==> config.mk <==
export PLATFORM = sky130hd
export DESIGN_NAME = axi2ahb_cmd_arb
export DESIGN_NICKNAME = d
export VERILOG_FILES = /design/src/rtl/axi2ahb_pkg.sv /design/src/rtl/axi2ahb_rr_arb2.sv /design/src/rtl/axi2ahb_cmd_arb.sv
export SDC_FILE = /design/constraint.sdc
export NUM_CORES = 1
export LEC_CHECK = 0
export CORE_MARGIN = 4
export CORE_UTILIZATION = 42
export CTS_CLUSTER_SIZE = 8
export DETAILED_ROUTE_END_ITERATION = 16
export PLACE_DENSITY_LB_ADDON = 0.1
export SETUP_SLACK_MARGIN = 0.1
export SLEW_MARGIN = 20
export SYNTH_ARGS = -nofsm -noshare
export SYNTH_HDL_FRONTEND = slang
export SYNTH_SLANG_ARGS = --single-unit
==> constraint.sdc <==
create_clock -name ACLK -period 1.6 [get_ports ACLK]
set_input_delay 0.24 -clock ACLK [delete_from_list [all_inputs] [get_ports ACLK]]
set_output_delay 0.24 -clock ACLK [all_outputs]
set_load 0.05 [all_outputs]
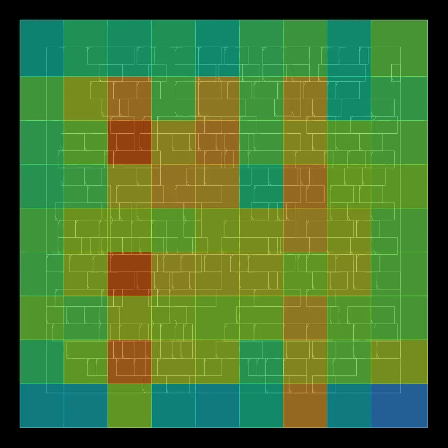
congestion.png
All-Layer GR Usage: 14.6%
Core Util, Final: 66.1%
WL per Instance: 12.7 microns

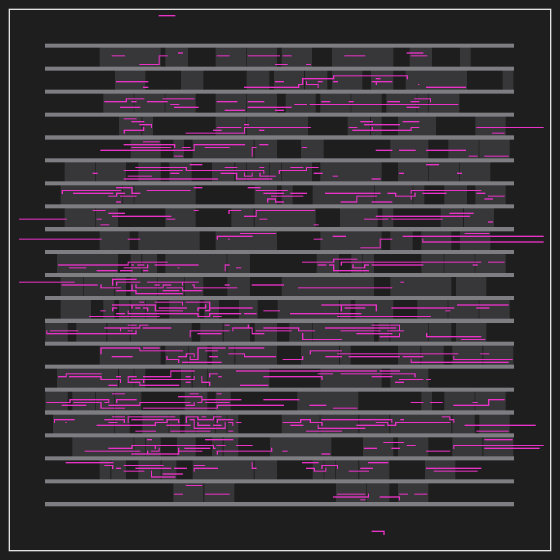
layer_met1.png
Supply wires on this layer in grey. Cells faint in the background.
main direction: horizontal
nets with wire on the layer: 206
wire length on this layer: 1320 microns
longest straight run: 17.5 microns
GRT met1 Usage: 17.8%
routed vias: 1198
final WL: 3120 microns

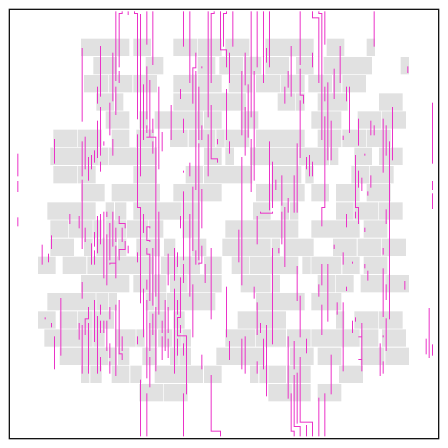
layer_met2.png
Cells faint in the background.
longest straight run: 26.5 microns
nets with wire on the layer: 205
wire length on this layer: 1470 microns
met2 track demand over resource: 23.7%

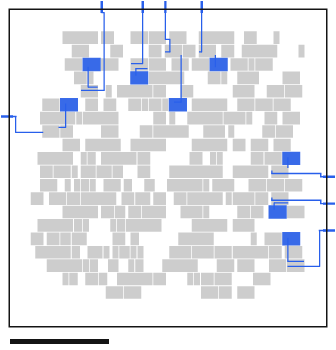
io_fan.png
The bar under the picture is 20 microns long.
[blue] AWADDR | bits: 8 | direction: input | end cells: 8 | wire: 144 microns
IO Pins: 68
port buffer count: 65

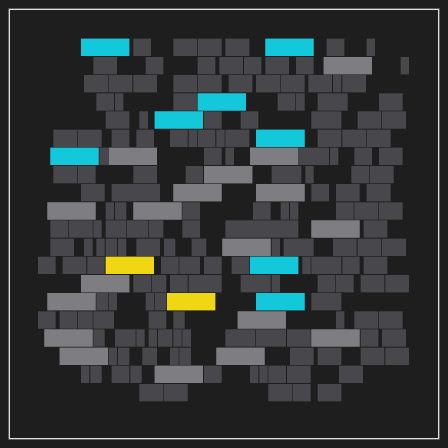
flops_by_reg.png
Other sequential cells in the stronger grey, the rest of the logic in the fainter grey.
[yellow] state | sequential cells: 2
[cyan] cmd_start_addr_o | sequential cells: 8
seq pwr: 836 uW
Sequential cell area: 561 sq um
fraction of area in registers: 28.0%

==> flow_summary.ini <==
; yosys + openroad results
[sta]
hold_ws_ps = 511
rsz0062_at_grt = false
hold_viol = 0
final_max_slew_viol_count = 0
final.period_utilization_pct = 79.8
final.min_clock_period_ps = 1280
fin_ws_ps = 323
setup_viol = 0
maxClockFrequency_ghz = 0.783
fin_setup_tns_ps = 0
fin_skew_ps = 8.68

[worst_setup_path]
reg2reg_slack_ps = 360
critPathMaxFanout = 7
path_depth = 1
end_kind = output port
critPathBufInv = 1
crit_family = flip-flops
path_class = reg2out
cpMaxStageDelayCell = dfxtp_1
worstPathArrival_ps = 1040

[logic_synthesis]
logic_family = AND-OR/OR-AND gates
ys_top_cells_by_area = dfxtp_1 (42%), mux2i_1 (14%), a211oi_2 (9.5%)
ys_cells = 137
xor_area_share_pct = 0
synth_top_cell_by_area = dfxtp_1
edf_count = 0
synth.distinct_cells = 27
yosysWarningCount = 0
adder_share_pct = 0
synth_seq_share_pct = 42.4
ys.flops = 28
mux_area_share_pct = 13.6
async_reset_ff_share_pct = 0
synthFlopType = dfxtp_1
syn_avg_cell_area_sq_um = 9.64
syn-instance-count = 137

[die]
die_h_microns = 64.1
row_count = 20
die_width_microns = 64.1
design.die.area_sq_um = 4110
coreArea_sq_um = 3030
initCoreUtil_pct = 43.6

[final_layout]
nFillCells = 253
drive_gt1_share_pct = 22.9
antenna_cells = 0
fin_nets = 244
fin_area_sq_um = 2000
area_growth_pct = 51.5

[global_route]
grt_pass1_wl_microns = 4810
first_global_vias = 1093
grt_remaining_overflow = 0
antenna_found_initial = 0

[cts]
cts_buffers = 3
clk_pin_slew_ps = 160
cts_tree = yes
cts_resized = 0
holdBufCountCts = 0
clock_path_buffers = 2
cts_setup_buffers = 0
cts_sinks = 28
insertion_delay_ps = 340

[pwr]
peakVddDrop_uv = 705
pwr_density_cell_nw_per_um2 = 1060
power_mw = 2.12
leakage_nw = 0.780

[place]
dp_hpwl_microns = 2400
place.gp.congestion = 0.763
dp.cells = 241
dp_worst_setup_slack_ps = 277
place_area_sq_um = 1950

[flow_run]
warning_count = 26
cap_violations = 0

[detailed_routing]
via_per_inst = 4.89
drt_iter0_drc = 23
first_pass_iters = 4
post-route-drc-count = 0

[hold_path]
hold_path.class = reg2reg
hold_depth = 2

[status]
status = complete, no violations
-- kinds of logic after synthesis --
family / after synthesis
multiplexers: 18
buffers and inverters: 15
flip-flops: 28
other: 1
AND/OR/NAND/NOR: 42
AND-OR/OR-AND: 33
-- area by class of cell --
| cell class | count | area [sq um] | share of cell area [%] |
|---|---|---|---|
| multi-input combinational | 95 | 671 | 33.5 |
| timing repair buffer | 72 | 656 | 32.8 |
| sequential | 28 | 561 | 28.0 |
| tap | 44 | 55.1 | 2.75 |
| clock inverter | 1 | 30.0 | 1.50 |
| clock buffer | 3 | 22.5 | 1.13 |
| inverter | 2 | 7.51 | 0.375 |
-- power by group --
part / switching (mW) / internal (mW) / leakage [nW] / total, mW
Sequential: 0.0543 / 0.781 / 0.231 / 0.836
Clock: 0.219 / 0.254 / 0.0279 / 0.473
Combinational: 0.487 / 0.329 / 0.521 / 0.815
-- layout by cell type (no fill, tap or decap), drive strengths merged --
| master | n |
|---|---|
| o311a | 1 |
| a21oi | 6 |
| o211a | 1 |
| o32ai | 2 |
| nand2b | 3 |
| a211oi | 18 |
| dfxtp | 28 |
| conb | 2 |
| buf | 31 |
| nand4 | 1 |
| nand3b | 2 |
| clkdlybuf4s50 | 41 |
| mux2i | 18 |
| clkbuf | 3 |
| nor2 | 23 |
| a221oi | 1 |
| a2bb2oi | 1 |
| a211o | 1 |
| nor3 | 3 |
| nand2 | 7 |
| nor2b | 3 |
| bufinv | 1 |
| inv | 2 |
| o21ai | 2 |
-- per-layer routing --
metal	GRT usage, %	vias up	wire [microns]
li1	-	612	-
met1	17.8	542	1320
met2	23.7	39	1470
met3	4.75	5	289
met4	5.54	0	40
met5	0	-	0
Power figures rest on the tool's default switching activity, not on a simulated workload.
